File: src/rtl/egress_in_if.sv
// Stream and RAM-write bundle for the egress_in block.
// master: the side that drives the word stream and rd_done (core / transmitter).
// slave:  the egress_in block itself.
interface egress_in_if;
  logic [31:0] DATA_in;
  logic        DATA_en;
  logic        MODE_SET;
  logic        rd_done;
  logic        in_ready;
  logic        wrreq;
  logic [9:0]  wraddr;
  logic [31:0] DATA_wr;
  logic        pkt_ready;
  logic        pkt_half;
  logic [1:0]  full;
  logic        overflow;

  modport master (
    output DATA_in, DATA_en, MODE_SET, rd_done,
    input  in_ready, wrreq, wraddr, DATA_wr, pkt_ready, pkt_half, full, overflow
  );

  modport slave (
    input  DATA_in, DATA_en, MODE_SET, rd_done,
    output in_ready, wrreq, wraddr, DATA_wr, pkt_ready, pkt_half, full, overflow
  );
endinterface

File: src/rtl/egress_in.sv
// Egress write side: packs a 32-bit word stream into a ping-pong RAM
// (two 512-word halves, wraddr[9] = half). When a half holds a whole
// packet it is flagged full and announced with a pkt_ready pulse; the
// reader frees halves in fill order with rd_done.
module egress_in #(
  parameter int CMD_WORDS = 32,   // packet length with MODE_SET=1
  parameter int DAT_WORDS = 256   // packet length with MODE_SET=0
) (
  input  logic        CLK,
  input  logic        nRST,
  egress_in_if.slave  bus
);

  typedef enum logic [1:0] {
    ST_INIT = 2'd0,
    ST_RUN  = 2'd1
  } state_e;

  localparam logic [8:0] CMD_LAST = 9'(CMD_WORDS - 1);
  localparam logic [8:0] DAT_LAST = 9'(DAT_WORDS - 1);

  state_e      state_q,    state_d;
  logic [8:0]  cnt_q,      cnt_d;
  logic        mode_q,     mode_d;      // 1 = command-length packet
  logic        wr_half_q,  wr_half_d;   // half currently being filled
  logic        rd_half_q,  rd_half_d;   // oldest full half (next to free)
  logic [1:0]  full_q,     full_d;
  logic        wrreq_q,    wrreq_d;
  logic [9:0]  wraddr_q,   wraddr_d;
  logic [31:0] data_wr_q,  data_wr_d;
  logic        pkt_ready_q, pkt_ready_d;
  logic        pkt_half_q, pkt_half_d;
  logic        overflow_q, overflow_d;

  logic        in_ready;
  logic        accept;
  logic        last_word;
  logic        free_half;
  logic [8:0]  last_idx;

  // Acceptance is purely a function of registered state, so upstream sees it
  // in the same cycle it presents a word.
  assign in_ready  = (state_q == ST_RUN) & ~full_q[wr_half_q];
  assign accept    = bus.DATA_en & in_ready;
  assign last_idx  = mode_q ? CMD_LAST : DAT_LAST;
  assign last_word = (cnt_q == last_idx);
  // A rd_done against an empty half is stray and must not move the read pointer.
  assign free_half = bus.rd_done & full_q[rd_half_q];

  // Next-state and registered-output computation.
  // NOTE: every signal assigned here gets a default first so no path leaves it
  // unassigned; a missing default would infer a latch.
  always_comb begin
    state_d     = state_q;
    cnt_d       = cnt_q;
    wr_half_d   = wr_half_q;
    rd_half_d   = rd_half_q;
    full_d      = full_q;
    wrreq_d     = 1'b0;
    wraddr_d    = wraddr_q;
    data_wr_d   = data_wr_q;
    pkt_ready_d = 1'b0;
    pkt_half_d  = pkt_half_q;
    overflow_d  = overflow_q | (bus.DATA_en & ~in_ready);
    // Length follows MODE_SET until the first word of a packet is taken,
    // then stays frozen until the packet closes.
    mode_d      = (cnt_q == 9'd0) ? bus.MODE_SET : mode_q;

    case (state_q)
      ST_INIT: begin
        cnt_d     = 9'd0;
        wr_half_d = 1'b0;
        rd_half_d = 1'b0;
        full_d    = 2'b00;
        state_d   = ST_RUN;
      end

      ST_RUN: begin
        if (accept) begin
          wrreq_d   = 1'b1;
          wraddr_d  = {wr_half_q, cnt_q};
          data_wr_d = bus.DATA_in;
          if (last_word) begin
            // Close the packet: the half becomes visible to the reader and
            // writing moves on to the other half.
            cnt_d             = 9'd0;
            full_d[wr_half_q] = 1'b1;
            wr_half_d         = ~wr_half_q;
            pkt_ready_d       = 1'b1;
            pkt_half_d        = wr_half_q;
          end else begin
            cnt_d = cnt_q + 9'd1;
          end
        end
        // The half being freed is never the one just set (a half is only set
        // while free), so both updates can land in the same cycle.
        if (free_half) begin
          full_d[rd_half_q] = 1'b0;
          rd_half_d         = ~rd_half_q;
        end
      end

      default: begin
        state_d = ST_INIT;
      end
    endcase
  end

  // State and output registers.
  // NOTE: sequential state uses non-blocking assignments so every flop samples
  // the pre-edge values computed above, independent of statement order.
  always_ff @(posedge CLK or negedge nRST) begin
    if (!nRST) begin
      state_q     <= ST_INIT;
      cnt_q       <= 9'd0;
      mode_q      <= 1'b0;
      wr_half_q   <= 1'b0;
      rd_half_q   <= 1'b0;
      full_q      <= 2'b00;
      wrreq_q     <= 1'b0;
      wraddr_q    <= 10'd0;
      data_wr_q   <= 32'd0;
      pkt_ready_q <= 1'b0;
      pkt_half_q  <= 1'b0;
      overflow_q  <= 1'b0;
    end else begin
      state_q     <= state_d;
      cnt_q       <= cnt_d;
      mode_q      <= mode_d;
      wr_half_q   <= wr_half_d;
      rd_half_q   <= rd_half_d;
      full_q      <= full_d;
      wrreq_q     <= wrreq_d;
      wraddr_q    <= wraddr_d;
      data_wr_q   <= data_wr_d;
      pkt_ready_q <= pkt_ready_d;
      pkt_half_q  <= pkt_half_d;
      overflow_q  <= overflow_d;
    end
  end

  assign bus.in_ready  = in_ready;
  assign bus.wrreq     = wrreq_q;
  assign bus.wraddr    = wraddr_q;
  assign bus.DATA_wr   = data_wr_q;
  assign bus.pkt_ready = pkt_ready_q;
  assign bus.pkt_half  = pkt_half_q;
  assign bus.full      = full_q;
  assign bus.overflow  = overflow_q;

endmodule

File: src/flat_wrapper.sv
// flat-port wrapper written by rule: the top's interface ports become plain ports
module egress_in_flat 
#(
  parameter int CMD_WORDS = 32,                                   
  parameter int DAT_WORDS = 256                                   
)
  (CLK, nRST, bus_DATA_in, bus_DATA_en, bus_MODE_SET, bus_rd_done, bus_in_ready, bus_wrreq, bus_wraddr, bus_DATA_wr, bus_pkt_ready, bus_pkt_half, bus_full, bus_overflow);
  egress_in_if bus_i ();
  input  logic CLK;
  input  logic nRST;
  input wire logic [$bits(bus_i.DATA_in)-1:0] bus_DATA_in;
  input wire logic [$bits(bus_i.DATA_en)-1:0] bus_DATA_en;
  input wire logic [$bits(bus_i.MODE_SET)-1:0] bus_MODE_SET;
  input wire logic [$bits(bus_i.rd_done)-1:0] bus_rd_done;
  output wire logic [$bits(bus_i.in_ready)-1:0] bus_in_ready;
  output wire logic [$bits(bus_i.wrreq)-1:0] bus_wrreq;
  output wire logic [$bits(bus_i.wraddr)-1:0] bus_wraddr;
  output wire logic [$bits(bus_i.DATA_wr)-1:0] bus_DATA_wr;
  output wire logic [$bits(bus_i.pkt_ready)-1:0] bus_pkt_ready;
  output wire logic [$bits(bus_i.pkt_half)-1:0] bus_pkt_half;
  output wire logic [$bits(bus_i.full)-1:0] bus_full;
  output wire logic [$bits(bus_i.overflow)-1:0] bus_overflow;
  assign bus_i.DATA_in = bus_DATA_in;
  assign bus_i.DATA_en = bus_DATA_en;
  assign bus_i.MODE_SET = bus_MODE_SET;
  assign bus_i.rd_done = bus_rd_done;
  assign bus_in_ready = bus_i.in_ready;
  assign bus_wrreq = bus_i.wrreq;
  assign bus_wraddr = bus_i.wraddr;
  assign bus_DATA_wr = bus_i.DATA_wr;
  assign bus_pkt_ready = bus_i.pkt_ready;
  assign bus_pkt_half = bus_i.pkt_half;
  assign bus_full = bus_i.full;
  assign bus_overflow = bus_i.overflow;
  egress_in #(.CMD_WORDS(CMD_WORDS), .DAT_WORDS(DAT_WORDS)) u_core (.CLK(CLK), .nRST(nRST), .bus(bus_i));
endmodule
File: config.mk
export PLATFORM = sky130hd
export DESIGN_NAME = egress_in_flat
export DESIGN_NICKNAME = d
export VERILOG_FILES = /design/src/rtl/egress_in_if.sv /design/src/rtl/egress_in.sv /design/src/flat_wrapper.sv
export SDC_FILE = /design/constraint.sdc
export NUM_CORES = 1
export LEC_CHECK = 0
export CORE_ASPECT_RATIO = 1.2
export CORE_UTILIZATION = 41
export DETAILED_ROUTE_END_ITERATION = 10
export HOLD_SLACK_MARGIN = 0.05
export PLACE_DENSITY_LB_ADDON = 0.05
export SLEW_MARGIN = 20
export SYNTH_ARGS = -nofsm -noshare
export SYNTH_HDL_FRONTEND = slang
export SYNTH_SLANG_ARGS = --single-unit
File: constraint.sdc
create_clock -name CLK -period 1.8 [get_ports CLK]
set_clock_uncertainty 0.15 [all_clocks]
set_input_delay 0.18 -clock CLK [delete_from_list [all_inputs] [get_ports CLK]]
set_output_delay 0.18 -clock CLK [all_outputs]
set_load 0.02 [all_outputs]
Fig. 1: run 1, cell sizes after repair
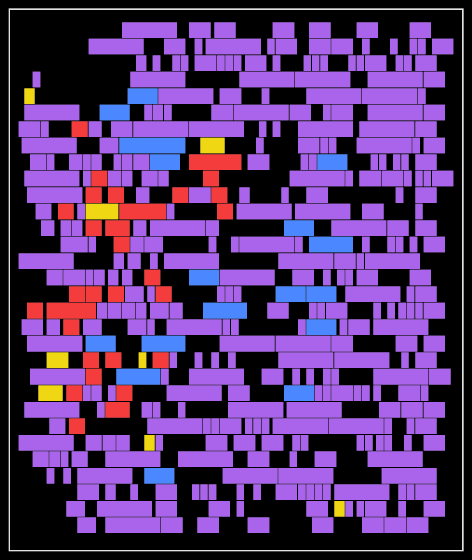
colour	size	cells	most used
purple	x1 and smaller	337	nand2_1
yellow	x2	8	buf_2
blue	x6 and larger	17	clkbuf_8
red	x3 and x4	30	buf_4

Fig. 2: run 1, routing congestion map
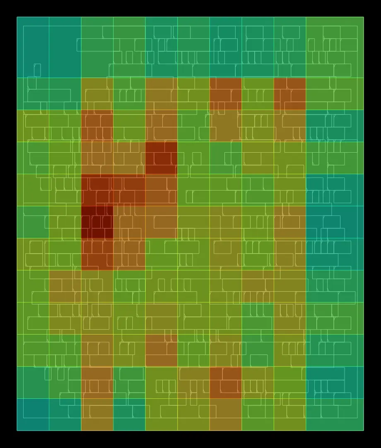
total track usage: 20.5%
Core Util, Final: 65.4%
WL per Instance: 13.2 um
routing usage on met2: 33.0%
M3 GR Usage: 6.09%

==> metrics.cfg, run 1 <==
[run_status]
status=completed

[timing]
fin_tns_setup_ns=0
whs_ns=0.221
relSlewSlack_pct=63.9
rsz0062_at_grt=true
hold_violations=0
max_freq_mhz=563
fin_crit_sh_pct=98.6
setup_viol=0

[grt]
antenna_found_initial=0
grtUsageMet1_pct=25.2
grt_max_degree=36

[synth]
fp_nets=314
logic_family=simple AND/OR/NAND/NOR gates
yosysCellCount=275
synth-xor-area-share_pct=0.678
synth_warnings=0
adder_share_pct=0.968
ys_async_sr_fraction_pct=100
yosys.area_share.simple_pct=27.6
mux_share_pct=1.74
ys_sh_aoi_pct=6.20
ys_types=40
ys_area_um2=2580
synthCells=275

[cells_and_area]
dominant_cells=flip-flops and latches
seq_share_pct=38.5
design.seq.count=61
clock_buffer_count=13
drive_gt1_share_pct=14.0
layout.nonclk_buf_share_pct=28.0
fillers=526
area_growth_pct=53.2
inverters_excl_clock=7
regArea_um2=1530
final_cell_count_no_fill=474

[detailed_routing]
drc_errors=0
wl_met1_mm=2.65
drt_iter0_markers=114
met3WireLength_um=376
routed_via_density=4.66
drtPass1Iterations=4
topRoutingLayerUsed=met4

[floorplan]
dieArea_um2=6630
die_h_um=89.0
rows=31
io_pins=86
initCoreUtil_pct=42.7
die_w_um=74.5

[clocking]
post_cts_buffers=0
path_clk_slew_ns=0.07
cts_hold_buf=1
htreeDepth=3
clk_latency_ns=0.33
root_buffer=clkbuf_8
clock_path_buffers=2

[placed_design]
io_buffers=85
gp_congestion=0.972
placed_cells=456
dp_hpwl_mm=4.55

[worst_setup_path]
critPathKind=reg -> reg
worstReg2RegStart=u_core.cnt_q[0]
cp_data_arrival_time_ns=1.89
crit_family=simple AND/OR/NAND/NOR gates
reg2reg_slack_ns=0.02
end_kind=flop
worstPathRequired_ns=1.91

[min_path]
hp-class=in -> reg
holdPathEnd=u_core.bus.DATA_wr[0]

[run]
log.warning_count=28
maxCapViolCount=0

[power_and_ir_drop]
ir_worst_vdd_mv=0.563
p_total_mw=3.43

Fig. 3: run 1, M1 wires
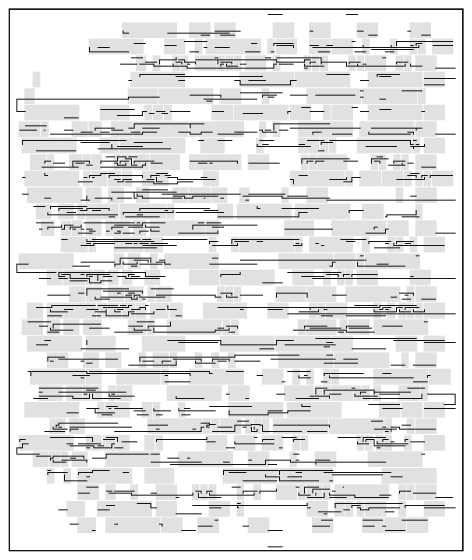
nets with wire on the layer	374
main direction	horizontal
share of all routed wire	42%
routed wire length: 6.25 mm
DR vias: 2211

Fig. 4: run 1, placement density heat map
Scale bar: 20 um. The die is cut into 7 by 9 equal tiles; dark blue is low, red is high, 0 to 100% covered.
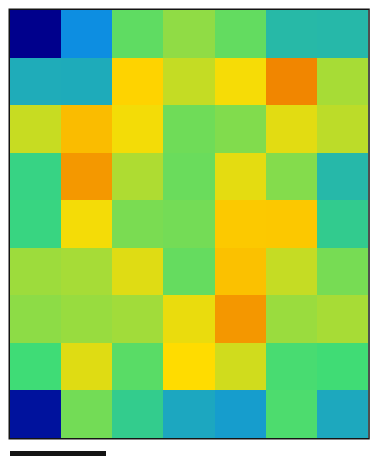
mean over tiles	58%
emptiest ninth of the die	top left
tiles over 75% full	13%
nearly empty tiles	1.6%
fullest tile	85%

[run 1: sequential cells by signal, indices dropped and copies added, names as in the netlist, 2 cells and up]
| register | count |
|---|---|
| u_core.bus.DATA_wr | 32 |
| u_core.bus.wraddr | 10 |
| u_core.cnt_q | 9 |
| u_core.bus.full | 2 |
[run 1: report_power, final]
group	total [mW]	internal, mW	switching (mW)	leakage, nW
Combinational	0.645	0.326	0.319	1.02
Clock	1.26	0.751	0.509	0.106
Sequential	1.53	1.47	0.0527	0.788
[run 1: how the worst max path moves through the flow]
stage	start	end	slack (ns)	cells past startpoint
5_1_grt	u_core.cnt_q[0]	u_core.bus.full[0]	-0.03	5
4_1_cts	u_core.wr_half_q	bus_in_ready	0.01	4
6_report	u_core.cnt_q[0]	u_core.bus.full[0]	0.02	5
2_1_floorplan	u_core.cnt_q[0]	u_core.bus.full[0]	0.003	5
3_3_place_gp	u_core.cnt_q[7]	u_core.bus.full[0]	0.03	4
3_5_place_dp	u_core.cnt_q[7]	u_core.bus.full[0]	0.01	4
[run 1: Yosys cell counts, types with 3 or more instances]
| cell | number | area share, % |
|---|---|---|
| nand3_1 | 9 | 1.7 |
| nand2_1 | 127 | 18 |
| inv_1 | 6 | 0.87 |
| and2_1 | 4 | 0.97 |
| nand4_1 | 4 | 0.97 |
| clkbuf_1 | 4 | 0.58 |
| o21ai_0 | 7 | 1.4 |
| dfrtp_1 | 61 | 59 |
| a21boi_0 | 4 | 1.2 |
| buf_2 | 8 | 1.5 |
| nor4_1 | 3 | 0.73 |
| nor2_1 | 4 | 0.58 |
[run 1: through the flow]
step	util, %	setup slack, ns
after CTS	65.4	0.00962
final	65.4	0.0248
after global placement	61.7	0.0292
after floorplan	-	0.00259
after detailed placement	61.7	0.0117
after global routing	65.4	-0.0308
Fig. 5: run 1, M2 wires
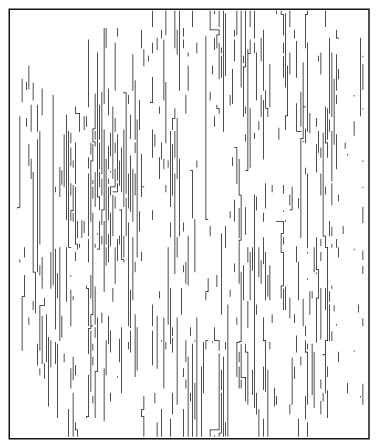

--- run 2 (diff from run 1) ---
--- a/config.mk
+++ b/config.mk
@@ -8,6 +8,7 @@
 export CORE_ASPECT_RATIO = 1.2
 export CORE_UTILIZATION = 41
 export DETAILED_ROUTE_END_ITERATION = 10
+export GPL_TIMING_DRIVEN = 0
 export HOLD_SLACK_MARGIN = 0.05
 export PLACE_DENSITY_LB_ADDON = 0.05
 export SLEW_MARGIN = 20
Fig. 6: run 2, M2 wires
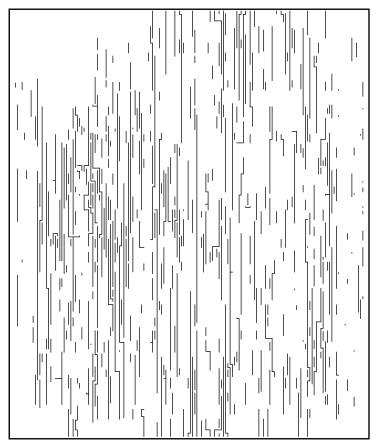
share of all routed wire	50%
longest straight run	43.4 um
nets with wire on the layer	340
routed wire length: 6.37 mm
DR vias: 2260
routing usage on met2: 32.7%

==> run 2 against run 1 <==
  * The run now ends with negative setup slack left
  * Clock power barely moved
  * Final cell count rose by 0.21%
  * Worst hold slack got worse by 0.066 ns
  * Power barely moved
  * Sequential share of layout area rose by 0.058 points
  * Global-route usage fell by 0.27 points
  * Critical endpoint unchanged
  * Highest routed layer unchanged
==> metrics.cfg, run 2 <==
[cells_and_area]
utilization_pct=65.5
final_cell_count_no_fill=475
regArea_um2=1530
layout.nonclk_buf_share_pct=27.2
largest_register_ffs=32
drive_gt1_share_pct=15.8
area_growth_pct=53.3
fillers=520
inverters_excl_clock=7
design.seq.count=61
dominant_cells=flip-flops and latches
clock_buffer_count=12
seq_share_pct=38.6

[clocking]
cts_hold_buf=1
post_cts_buffers=9
root_buffer=clkbuf_8
clk_latency_ns=0.34
path_clk_slew_ns=0.07
htreeDepth=3

[worst_setup_path]
critPathKind=reg -> reg
worstReg2RegStart=u_core.cnt_q[6]
end_kind=flop
cp_data_arrival_time_ns=1.94
reg2reg_slack_ns=-0.02
crit_family=simple AND/OR/NAND/NOR gates
worstPathRequired_ns=1.92
cp.depth=4

[synth]
ys_area_um2=2580
synthCells=275
ys_types=40
yosysCellCount=275
area_leaders=dfrtp_1 59%, nand2_1 18%, nand3_1 1.7%, buf_2 1.5%, o21ai_0 1.4%
synth_dominant_cell_count=nand2_1
synth_top_cell_by_area=dfrtp_1
synth_warnings=0
ys_async_sr_fraction_pct=100
yosys.area.top_type_share_pct=59.1

[detailed_routing]
drc_errors=0
wl_per_cell_um=13.4
drtPass1Iterations=4
routed_via_density=4.76

[timing]
max_freq_mhz=550
setup_viol=2
rsz0062_at_grt=true
worst_slack_ns=-0.0197
fin_crit_sh_pct=101

[run_status]
violations=negative setup slack
status=finished with violations

[floorplan]
rows=31
dieArea_um2=6630
io_pins=86
die_h_um=89.0

[grt]
grt_max_degree=34
grt_usage_pct=20.2
antenna_found_initial=0

[power_and_ir_drop]
p_total_mw=3.43
ir_worst_vdd_mv=0.423

[placed_design]
dp_hpwl_mm=4.29
io_buffers=84

[run]
maxCapViolCount=0

[min_path]
hp-class=in -> async

-- run 2: cell count changes in the layout (fill, tap and decap cells not counted), moves of 3 or more --
cell / delta
buf_2: +3
buf_12: -3
buf_4: -5
dfrtp_1: -3
dfrtp_2: +3
-- run 2: cell families (layout without fill, tap and decap cells) --
logic type | Yosys count | in the layout | synth area share, %
and+or+nand+nor | 163 | 163 | 27.6
other | 1 | 1 | 0.145
adders and majority gates | 2 | 2 | 0.968
xor gates and xnor gates | 2 | 2 | 0.678
buffers and inverters | 20 | 138 | 3.58
AOI/OAI and AO/OA | 22 | 22 | 6.20
muxes | 4 | 4 | 1.74
DFF | 61 | 61 | 59.1
-- run 2: metrics by stage --
step / cell area [um^2] / TNS (ns) / setup WS [ns] / hold WS (ns)
floorplan: 2600 / 0 / 0.00259 / -0.266
global placement: 3540 / -104.57 / -1.60 / 0.298
detailed placement: 3560 / -6.31 / -0.184 / -0.0166
CTS: 3860 / -0.0876 / -0.0400 / 0.154
global route: 3960 / -0.326 / -0.0945 / 0.191
finish: 3960 / -0.0264 / -0.0197 / 0.155
-- run 2: metal layers --
| metal | routed length, um | up-vias | share of wire (%) | global-route usage [%] |
|---|---|---|---|---|
| li1 | - | 1122 | - | - |
| met1 | 2740 | 1059 | 43 | 25.2 |
| met2 | 3160 | 71 | 50 | 32.7 |
| met3 | 378 | 8 | 5.9 | 5.52 |
| met4 | 91 | 0 | 1.4 | 9.09 |
| met5 | 0 | - | 0 | 0 |
-- run 2: report_power, final --
group | internal [mW] | switching (mW) | leakage, nW
Sequential | 1.47 | 0.0537 | 0.783
Clock | 0.745 | 0.522 | 0.112
Combinational | 0.321 | 0.317 | 1.01
Total | 2.54 | 0.893 | 1.91
Fig. 7: run 2, M1 wires
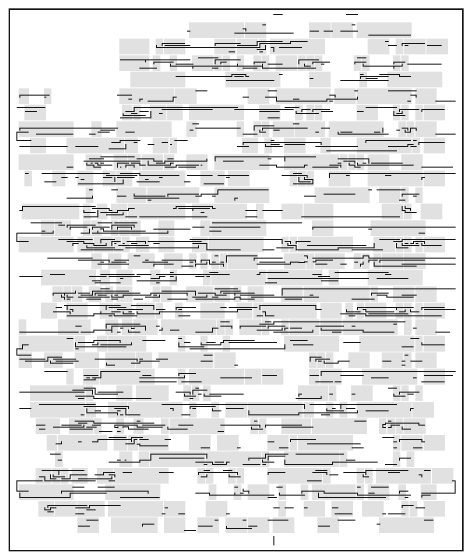

--- run 3 (diff from run 2) ---
==> constraint.sdc (replaced) <==
create_clock -name CLK -period 1.56 [get_ports CLK]
set_clock_uncertainty 0.15 [all_clocks]
set_input_delay 0.156 -clock CLK [delete_from_list [all_inputs] [get_ports CLK]]
set_output_delay 0.156 -clock CLK [all_outputs]
set_load 0.02 [all_outputs]
Fig. 8: run 3, M1 wires
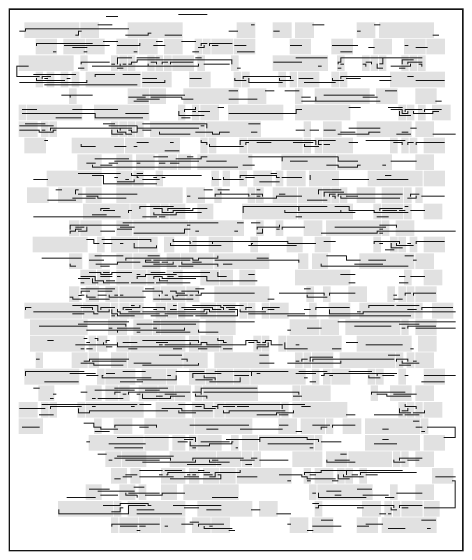
nets with wire on the layer	376
main direction	horizontal
wire length on this layer	2810 um
share of all routed wire	44%
longest straight run	23.9 um
met1 track demand over resource: 24.2%
routed wire length: 6.40 mm
DR vias: 2280

==> run 3 against run 2 <==
  * Worst setup slack lost 0.21 ns
  * Synthesized area is the same
  * Final cell count rose by 1.5%
  * Core utilization up 1.0 points
  * Wire length rose by 0.46%
  * Critical path type unchanged
  * Critical path depth up 1
  * First-iteration DRC count is 53% lower
  * The run still ends with negative setup slack left
  * Non-clock buffer count up 7
==> metrics.cfg, run 3 <==
[worst_setup_path]
worstPathRequired_ns=1.67
reg2reg_depth=5
end_kind=flop
cp.depth=5
cp_data_arrival_time_ns=1.90
crit_slowest_cell=or4_4
reg2reg_slack_ns=-0.23
critPathKind=reg -> reg
crit_family=simple AND/OR/NAND/NOR gates
cp-startpoint=u_core.bus.full[1]
crit_path_end=u_core.bus.full[0]
worstReg2RegStart=u_core.bus.full[1]
worstSetupStartpointType=flop

[floorplan]
io_pins=86
die_h_um=89.0
dieArea_um2=6630
die_w_um=74.5
rows=31
initCoreUtil_pct=42.7

[synth]
ys_area_um2=2580
synthCells=275
yosysCellCount=275
yosys.area.top_type_share_pct=59.1
ys_async_sr_fraction_pct=100
common_cells=127 x nand2_1, 61 x dfrtp_1, 9 x nand3_1, 8 x buf_2, 7 x o21ai_0
fp_nets=314
synth_top_cell_by_area=dfrtp_1
ys_types=40
area_leaders=dfrtp_1 59%, nand2_1 18%, nand3_1 1.7%, buf_2 1.5%, o21ai_0 1.4%
synth_warnings=0
synth_dominant_cell_count=nand2_1

[grt]
grt_usage_pct=19.7
antenna_found_initial=0
grt_overflow=0
grt_max_degree=36
grt_first_pass_wirelength_mm=9.64

[run]
log.warning_count=30
maxCapViolCount=0

[detailed_routing]
drt_iter0_markers=77
routed_via_density=4.73
wl_per_cell_um=13.3
drtPass1Iterations=4
drc_errors=0

[cells_and_area]
largest_register_ffs=32
regArea_um2=1530
finish.instance_area_um2=4030
utilization_pct=66.5
area_growth_pct=55.7
fillers=524
drive_gt1_share_pct=19.8
final_cell_count_no_fill=482
final_common_cell=nand2_1

[timing]
rsz0062_at_grt=true
period_minus_slack_ns=1.79
fin_crit_sh_pct=115
whs_ns=0.122
fin_tns_setup_ns=-6.33
hold_violations=0
max_freq_mhz=559
setup_viol=56
worst_slack_ns=-0.230

[clocking]
clock_path_buffers=2
clk_latency_ns=0.34
post_cts_buffers=13
cts_hold_buf=1
htreeDepth=3
cts_buffers=9
path_clk_slew_ns=0.07
root_buffer=clkbuf_8

[power_and_ir_drop]
ir_worst_vdd_mv=0.480
p_total_mw=3.83

[min_path]
hp-class=in -> async

[placed_design]
post-place-ws_ns=-0.355
io_buffers=84
placed_area_um2=3570
placed_cells=442
gp_congestion=0.807
dp_hpwl_mm=4.12

[run_status]
status=finished with violations
violations=negative setup slack

## run 3: netlist changes by cell type in the layout (fill, tap and decap cells not counted), sizes merged
cell / previous run / this run
clkinvlp: 0 / 1
dlymetal6s2s: 1 / 0
clkinv: 3 / 2
buf: 28 / 37
clkbuf: 16 / 14
dlygate4sd2: 0 / 48
clkdlybuf4s50: 81 / 34
## run 3: power by group
part / leakage [nW] / internal, mW / switching (mW)
sequential: 0.780 / 1.70 / 0.0606
clock: 0.0964 / 0.777 / 0.609
combinational: 1.19 / 0.311 / 0.374
total: 2.07 / 2.79 / 1.04
## run 3: cells by family after synthesis
group / synth area share (%)
and+or+nand+nor: 27.6
muxes: 1.74
other: 0.145
AOI/OAI and AO/OA: 6.20
xor gates and xnor gates: 0.678
DFF: 59.1
buffers and inverters: 3.58
adders and majority gates: 0.968
## run 3: per-layer routing
layer	track usage [%]	wire length, um
met1	24.2	2810
met5	0	0
met4	10.5	143
met2	31.2	3040
met3	5.98	405
## run 3: worst min path at each step
stage | start | to | slack (ns) | cells past startpoint
4_1_cts | nRST | u_core.bus.DATA_wr[5] | 0.12 | 2
6_report | nRST | u_core.bus.DATA_wr[5] | 0.12 | 2
5_1_grt | nRST | u_core.bus.DATA_wr[5] | 0.16 | 2
2_1_floorplan | nRST | u_core.bus.DATA_wr[0] | -0.29 | 0
3_5_place_dp | nRST | u_core.bus.DATA_wr[5] | -0.05 | 1
3_3_place_gp | u_core.bus.overflow | u_core.bus.overflow | 0.29 | 1
## run 3: layout make-up
type | count | share of cell area [%]
plain buffers | 11 | 2.33
clock buffers | 12 | 3.61
clock inverters | 4 | 1.18
inverters | 7 | 0.777
multi-input cells | 194 | 26.2
flip-flops and latches | 61 | 38.1
well taps | 82 | 2.55
repair buffers | 111 | 25.2
Power is estimated from default activity; no workload was simulated.
